run_1/layer_met1.png
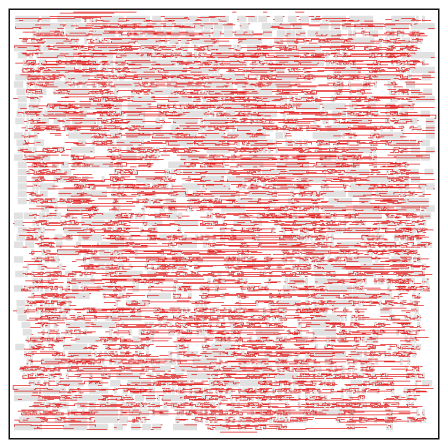
run_1/layer_met2.png
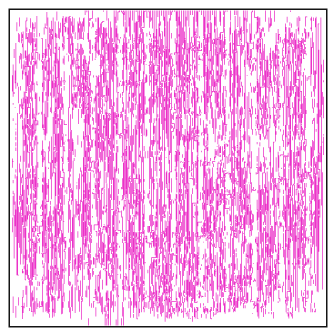
run_1/layer_met3.png
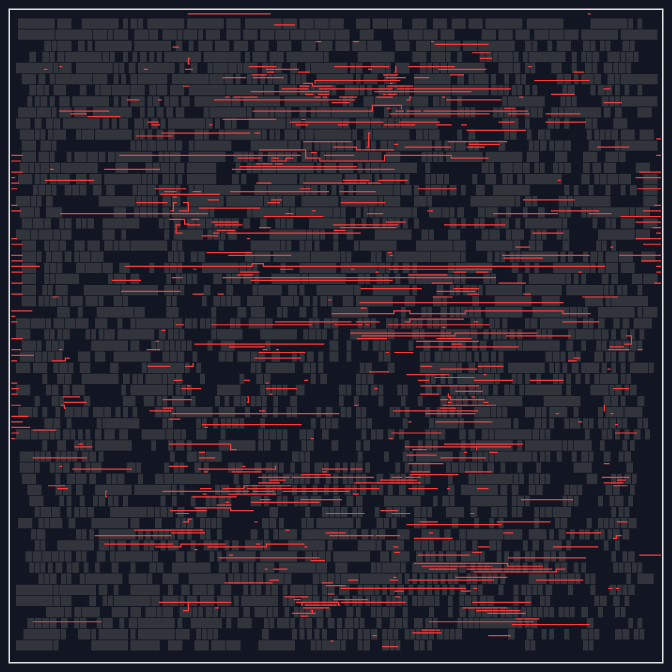
$ cat config.mk
export PLATFORM = sky130hd
export DESIGN_NAME = ex_muldiv_unit
export DESIGN_NICKNAME = d
export VERILOG_FILES = /design/src/rtl/ex_muldiv_unit.sv
export SDC_FILE = /design/constraint.sdc
export NUM_CORES = 1
export LEC_CHECK = 0
export ABC_AREA = 1
export CAP_MARGIN = 30
export CORE_UTILIZATION = 55
export CTS_CLUSTER_DIAMETER = 120
export DETAILED_ROUTE_END_ITERATION = 12
export GPL_ROUTABILITY_DRIVEN = 1
export PLACE_DENSITY = 0.85
export SLEW_MARGIN = 10
export SYNTH_ARGS = -nofsm -noshare
export SYNTH_HDL_FRONTEND = slang
export SYNTH_SLANG_ARGS = --single-unit
$ cat constraint.sdc
create_clock -name Clk -period 2.6 [get_ports Clk]
set_input_delay 0.65 -clock Clk [delete_from_list [all_inputs] [get_ports Clk]]
set_output_delay 0.65 -clock Clk [all_outputs]
set_load 0.01 [all_outputs]
$ cat src/rtl/ex_muldiv_unit.sv
// Iterative MULT/MULTU/DIV/DIVU unit with architectural HI/LO and MTHI/MTLO.
// Define MULDIV_DIV_EN to build the restoring divider; otherwise DIV/DIVU are no-ops.
module ex_muldiv_unit #(
  parameter int WIDTH = 32
) (
  input  logic             Clk,
  input  logic             Reset,
  input  logic             Start,
  input  logic [2:0]       MulDivOp,
  input  logic [WIDTH-1:0] A,
  input  logic [WIDTH-1:0] B,
  input  logic             HiLoRead,
  input  logic             Flush,
  output logic [WIDTH-1:0] Hi,
  output logic [WIDTH-1:0] Lo,
  output logic             Busy,
  output logic             Done,
  output logic             Stall
);
  // state | meaning
  // IDLE  | no operation in flight; MT ops and new mul/div accepted here
  // RUN   | one multiplier/quotient bit per cycle, WIDTH cycles
  // FIX   | sign correction, HI/LO write, Done pulse
  typedef enum logic [1:0] {IDLE, RUN, FIX} state_t;
  localparam int CW = $clog2(WIDTH);

  state_t               state, state_nxt;
  logic [CW-1:0]        cnt;
  logic [2*WIDTH-1:0]   acc, step_acc, load_acc, prod;
  logic [WIDTH-1:0]     opnd, load_opnd, a_mag, b_mag, res_hi, res_lo;
  logic [WIDTH:0]       mul_sum;
  logic                 neg_q;
  logic                 op_mult, op_multu, op_mthi, op_mtlo, signed_op, a_neg, b_neg;
  logic                 start_md, start_mt, last_iter;
`ifdef MULDIV_DIV_EN
  logic                 op_div, op_divu, is_div, neg_r, div_zero;
  logic [WIDTH:0]       div_diff;
  assign op_div  = (MulDivOp == 3'b011);
  assign op_divu = (MulDivOp == 3'b100);
`endif

  assign op_mult  = (MulDivOp == 3'b001);
  assign op_multu = (MulDivOp == 3'b010);
  assign op_mthi  = (MulDivOp == 3'b101);
  assign op_mtlo  = (MulDivOp == 3'b110);
`ifdef MULDIV_DIV_EN
  assign signed_op = op_mult | op_div;
  assign start_md  = Start & ~Flush & (op_mult | op_multu | op_div | op_divu);
`else
  assign signed_op = op_mult;
  assign start_md  = Start & ~Flush & (op_mult | op_multu);
`endif
  assign start_mt  = Start & ~Flush & (op_mthi | op_mtlo);
  assign a_neg     = signed_op & A[WIDTH-1];
  assign b_neg     = signed_op & B[WIDTH-1];
  assign a_mag     = a_neg ? -A : A;
  assign b_mag     = b_neg ? -B : B;
  assign last_iter = (cnt == CW'(WIDTH-1));

  // Multiply keeps the multiplier in the low half; divide keeps the dividend there.
  always_comb begin
    load_acc  = {{WIDTH{1'b0}}, b_mag};
    load_opnd = a_mag;
`ifdef MULDIV_DIV_EN
    if (op_div | op_divu) begin
      load_acc  = {{WIDTH{1'b0}}, a_mag};
      load_opnd = b_mag;
    end
`endif
  end

  always_comb begin
    mul_sum  = {1'b0, acc[2*WIDTH-1:WIDTH]} + {1'b0, opnd};
    step_acc = acc[0] ? {mul_sum, acc[WIDTH-1:1]} : {1'b0, acc[2*WIDTH-1:1]};
    prod     = neg_q ? -acc : acc;
    res_hi   = prod[2*WIDTH-1:WIDTH];
    res_lo   = prod[WIDTH-1:0];
`ifdef MULDIV_DIV_EN
    div_diff = acc[2*WIDTH-1:WIDTH-1] - {1'b0, opnd};
    if (is_div) begin
      step_acc = div_diff[WIDTH] ? {acc[2*WIDTH-2:0], 1'b0}
                                 : {div_diff[WIDTH-1:0], acc[WIDTH-2:0], 1'b1};
      res_lo   = div_zero ? {WIDTH{1'b1}} : (neg_q ? -acc[WIDTH-1:0] : acc[WIDTH-1:0]);
      res_hi   = neg_r ? -acc[2*WIDTH-1:WIDTH] : acc[2*WIDTH-1:WIDTH];
    end
`endif
  end

  always_ff @(posedge Clk or negedge Reset) begin
    if (!Reset) state <= IDLE;
    else        state <= state_nxt;
  end

  always_comb begin
    state_nxt = state;
    case (state)
      IDLE:    if (start_md) state_nxt = RUN;
      RUN:     if (Flush) state_nxt = IDLE;
               else if (last_iter) state_nxt = FIX;
      FIX:     state_nxt = IDLE;
      default: state_nxt = IDLE;
    endcase
  end

  always_comb begin
    Busy  = (state != IDLE);
    Stall = Busy & (Start | HiLoRead);
  end

  always_ff @(posedge Clk or negedge Reset) begin
    if (!Reset) begin
      Hi    <= '0;
      Lo    <= '0;
      Done  <= 1'b0;
      cnt   <= '0;
      acc   <= '0;
      opnd  <= '0;
      neg_q <= 1'b0;
`ifdef MULDIV_DIV_EN
      is_div   <= 1'b0;
      neg_r    <= 1'b0;
      div_zero <= 1'b0;
`endif
    end else begin
      Done <= 1'b0;
      case (state)
        IDLE: begin
          if (start_md) begin
            cnt   <= '0;
            acc   <= load_acc;
            opnd  <= load_opnd;
            neg_q <= a_neg ^ b_neg;
`ifdef MULDIV_DIV_EN
            is_div   <= op_div | op_divu;
            neg_r    <= a_neg;
            div_zero <= (B == '0);
`endif
          end else if (start_mt) begin
            if (op_mthi) Hi <= A;
            else         Lo <= A;
          end
        end
        RUN: if (!Flush) begin
          cnt <= cnt + 1'b1;
          acc <= step_acc;
        end
        FIX: if (!Flush) begin
          Hi   <= res_hi;
          Lo   <= res_lo;
          Done <= 1'b1;
        end
        default: ;
      endcase
    end
  end
endmodule

==> run summary, run 1 <==
This note records the results obtained with Yosys and OpenROAD.

Run status
The run finished with clean final reports.

Place
The routability-driven placement congestion ratio is 1.02. Before CTS, the worst setup slack after placement is -0.0205 ns.

Floorplan
According to the floorplan report, the die height is 160 um. The region available for standard cell placement spans 0.0244 sq mm.

Yosys
The primary flip-flop cell chosen by synthesis mapping is dfrtp_1. Yosys stat counts 2181 cells in the synthesized netlist.

Clock tree
Looking at the clock tree report, the root buffer type is clkbuf_16. The TritonCTS clock tree is yes. In this run, post-CTS hold repair placed 0 buffers.

Timing
The worst hold-check slack is 0.187 ns. For reference, the final report shows the hold violation count at 0. The max-slew check reports its worst relative slack as between 50% and 60%.

GRT
The first global-routing pass estimated 82700 um of wire. The via count of the first global-routing pass came to 14900.

Drt
The first-pass detailed-route iteration total is 6. Detailed-route iteration 0 reported a violation count of between 1500 and 2000.

Setup path
The maximum fanout along the worst path is 2. The maximum cell stage delay along the critical path is 0.55 ns. The critical path endpoint has a required time of 1.95 ns.

Power
The script computed a power per unit cell area of approximately 900 mW/mm^2.

Cells and area
Counting the fill cells in the layout gives 2246.
About layer_met1.png:
wire length on this layer = 20.4 mm
longest straight run = 80.0 um
nets with wire on the layer = 2282
main direction = horizontal
share of all routed wire = 38%
Routed Wire Length: 53200 um
vias after detailed routing: 15600
routing usage on met1: 51.0%

About layer_met2.png:
share of all routed wire = 46%
longest straight run = 83.5 um
wire length on this layer = 24.5 mm
GR met2 Demand/Resource: 69.5%

About layer_met3.png:
main direction = horizontal
longest straight run = 83.5 um
global-route track usage on met3: 5.92%

[run 1: path summary, 6_finish.rpt]
path / from / end / slack, ns / cells after the start
setup / recovery: Start / Stall / 0.12 / 4
hold / removal: Reset / acc[47] / 0.19 / 1
setup reg to reg: acc[0] / Lo[27] / 0.22 / 10
hold reg to reg: Lo[8] / Lo[8] / 0.50 / 2
max in group asynchronous: Reset / opnd[24] / 1.61 / 2
min in group Clk: Lo[8] / Lo[8] / 0.50 / 2
[run 1: worst reg2reg max path, cell delays in order (launching register included)]
cell and delay [ns]:
dfrtp_1 0.41, inv_2 0.07, buf_4 0.33, nand3_2 0.23
nor2_8 0.26, inv_2 0.08, nor2_2 0.21, nand3_1 0.18
nand3_1 0.11, nand3_1 0.22, a21oi_1 0.21
[run 1: where the power goes]
group          internal (mW)  switching (mW)  leakage (nW)
Sequential              3.46            1.08          2.06
Combinational           2.58            4.49          5.45
Clock                   1.39            1.36         0.299
[run 1: cells in the mapped netlist (all sizes together) (5+ instances only)]
master	number	share of area, %
nand2	590	16
nor2	378	11
inv	258	7.1
nand3	226	8.5
dfrtp	169	31
o21ai	140	5.5
a21oi	130	4.8
buf	44	1.9
ha	37	3.4
xor2	34	2.2
clkbuf	26	0.71
a31oi	24	1.1
nand4	23	1.1
nor3	21	0.77
o221ai	15	0.96
o22ai	15	0.69
o21bai	12	0.66
or2	9	0.41
o211ai	6	0.33
nor4	5	0.23
[run 1: registers in the layout (all words and copies together) (netlist names)]
name	flops
Lo	32
Done	1
Hi	32
cnt	5
neg_q	1
acc	64
state	2
opnd	32
[run 1: metrics by stage]
| stage | power (mW) | TNS (ns) | std cells | cell area, sq um |
|---|---|---|---|---|
| 2_1_floorplan | 8.68 | 0 | 2181 | 13700 |
| 3_3_place_gp | 11.3 | 0 | 2635 | 15700 |
| 3_5_place_dp | 11.4 | -0.0205 | 2635 | 15700 |
| 4_1_cts | 14.2 | 0 | 2667 | 16400 |
| 5_1_grt | 15.3 | 0 | 2667 | 16400 |
| 6_report | 14.4 | 0 | 2667 | 16400 |
[run 1: repair_timing]
| action | in CTS | in global routing |
|---|---|---|
| setup buffers | 0 | 0 |
| resized | 0 | 4 |
| setup endpoints to repair | 0 | 3 |
[run 1: kinds of logic after synthesis]
kind of cell    synth area share (%)
buf+inv                         9.73
simple gates                    39.0
flops                           30.9
xor+xnor                        2.30
fa+ha+maj                       3.53
compound gates                  14.5
[run 1: layer usage]
| metal | vias to the layer above | track usage [%] | share of wire, % | wire [um] |
|---|---|---|---|---|
| met5 | - | 0 | 0 | 0 |
| met4 | 0 | 31.2 | 8.3 | 4430 |
| met3 | 208 | 5.92 | 7.3 | 3870 |
| met2 | 831 | 69.5 | 46 | 24500 |
| met1 | 7223 | 51.0 | 38 | 20400 |
| li1 | 7376 | - | - | - |
[run 1: final cells by class]
class	count	area, sq um	share of cell area [%]
Clock inverter	15	194	1.19
Sequential cell	169	4230	25.9
Multi-Input combinational cell	1684	8150	49.8
Inverter	258	971	5.93
Timing Repair Buffer	200	1990	12.1
Tap cell	324	405	2.48
Clock buffer	17	425	2.60
## Run 2: what changed since run 1
- GPL_ROUTABILITY_DRIVEN: 1 -> unset
run_2/layer_met1.png
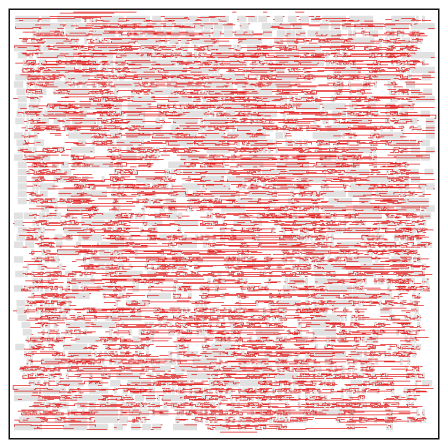
share of all routed wire = 38%
wire length on this layer = 20.4 mm
longest straight run = 80.0 um

==> run summary, run 2 <==
This note records the results obtained with Yosys and OpenROAD.

Run status
The flow ran to the end, and the final reports show no timing, DRC or antenna violations.

Clock tree
TritonCTS built the clock tree. The root cell of the clock tree is clkbuf_16. The clock insertion delay at the later pin of the skew report is 0.46 ns. For this design, the CTS-stage hold fixing added 0 buffers.

Drt
The routed layout has 15600 vias. In the post-route report, total wirelength is listed as 53200 um. The number of DRC violations after detailed-routing iteration 0 is 1747. The number of nets still failing antenna checks after routing is 0. For this run, the detailed router's first-pass iteration total came to 6.

Cells and area
The layout report lists the multi-input gate area as 0.00815 sq mm. The final cell count without fillers is 2667. The register with the most flip-flops in the layout has roughly 64 of them. The register containing the most flip-flops in the final layout is acc. The post-route netlist has about 7.5% of its cells at a drive strength greater than 1. The area used by sequential logic in the layout is roughly 0.0042 sq mm.

After filler insertion, the fill cell instance count of the layout stands at 2246.

Yosys
After synthesis the cells add up to 0.0137 sq mm. The number of cell instances after yosys synthesis is between 2000 and 2500. The primary flip-flop cell chosen by synthesis mapping is dfrtp_1. The share of flip-flops with an asynchronous set or reset after synthesis is 100%. By instance count, the leading cell after synthesis is nand2_1.

After synthesis, the largest area contributor takes up 30.9% of total cell area. The commonest cells after synthesis are 578 x nand2_1, 356 x nor2_1, 241 x inv_1, 220 x nand3_1, 169 x dfrtp_1. In the post-synthesis netlist, the biggest area contributors are dfrtp_1 31%, nand2_1 16%, nor2_1 9.8%.

Per the synthesis report, the dominant area consumer among library cells is dfrtp_1.

Setup path
The data required time at the worst endpoint is 1.95 ns. The flop-to-flop setup slack is ~0.22 ns. The number of cells on the worst reg-to-reg path is 10.

The report shows a maximum critical-path fanout of 2. The timing endpoint of the critical path is Stall. The end of the worst register-to-register path is Lo[27]. The timing report gives the biggest stage delay along the critical path as 0.55 ns. The startpoint identified for the worst register-to-register timing path is acc[0].

The first element of the critical path is Start.

GRT
The global-route wire length before repair is ~83000 um. The via count of the first global-routing pass is ~15000.

Power
The power per cell area is about 880 mW/mm^2.

Timing
Looking at the max-slew report, the worst-margin pin has a slew of 0.734 ns. Endpoints failing hold in the final report were tallied at 0. The worst pin sits at a relative slew slack of approximately 50%. Post-route period utilization is reported as 95.4%. On the final layout, the worst clock skew is 0.0216 ns.

Place
In this run, placement finished with an instance count of 2635. At the end of routability-driven placement, the weighted congestion stood at around 1.0. The number of port buffers is 138.

Floorplan
The floorplan step defined a die boundary enclosing roughly 0.026 sq mm. The floorplan step defined a core boundary enclosing 0.0244 sq mm. According to the floorplan report, the die height is 160 um.
run_2/congestion.png
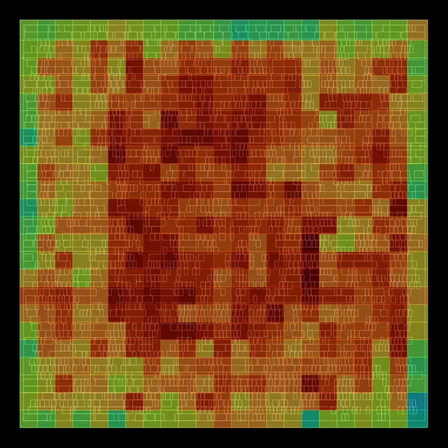
final core area utilization: 67.1%
GRT Max-Usage Layer: met2
final routed wire length divided by cell count: 19.9 um

[run 2: cell counts after synthesis]
Identical to the previous run, type by type.
[run 2: layout make-up]
class                   instances  area share (%)
flip-flops and latches        169            25.9
well taps                     324            2.48
clock buffers                  17            2.60
multi-input cells            1684            49.8
repair buffers                200            12.1
inverters                     258            5.93
clock inverters                15            1.19
[run 2: cells by family after synthesis]
kind of cell	Yosys count	share of synthesized area, %
simple gates	1259	39.0
fa+ha+maj	38	3.53
compound gates	351	14.5
xor+xnor	36	2.30
flops	169	30.9
buf+inv	328	9.73
[run 2: per-stage QoR]
step                      total power, mW  area [sq um]  TNS (ns)  hold slack (ns)  setup slack (ns)
after detailed placement             11.4         15700   -0.0205            0.476           -0.0205
final                                14.4         16400         0            0.187             0.120
after global placement               11.3         15700         0            0.466           0.00520
after floorplan                      8.68         13700         0            0.354             0.324
after global routing                 15.3         16400         0            0.225            0.0442
after CTS                            14.2         16400         0            0.197             0.114
[run 2: how the worst min path moves through the flow]
stage	depth (start not counted)	start	slack (ns)	endpoint
after floorplan	0	Reset	0.35	Done
after CTS	1	Reset	0.20	acc[32]
after global routing	1	Reset	0.23	acc[31]
final	1	Reset	0.19	acc[47]
after global placement	2	Lo[1]	0.47	Lo[1]
after detailed placement	2	Lo[16]	0.48	Lo[16]
[run 2: report_power, final]
part | total, mW | switching, mW | internal, mW
logic | 7.07 | 4.49 | 2.58
clock network | 2.75 | 1.36 | 1.39
registers | 4.54 | 1.08 | 3.46
total | 14.4 | 6.93 | 7.43
[run 2: what timing repair did]
action,4_1_cts,5_1_grt
resized,0,4
buffers inserted,0,0
setup endpoints to repair,0,3
[run 2: worst max-delay path: cells and delay by family]
| family | cells | cell delay, ns |
|---|---|---|
| AND/OR/NAND/NOR | 2 | 0.14 |
| buffers and inverters | 2 | 1.04 |
[run 2: per-layer routing]
metal	vias up	part of all wire [%]	track usage, %	wire length [um]
li1	7376	-	-	-
met1	7223	38	51.0	20400
met2	831	46	69.5	24500
met3	208	7.3	5.92	3870
met4	0	8.3	31.2	4430
met5	-	0	0	0
Power is estimated from default activity; no workload was simulated.
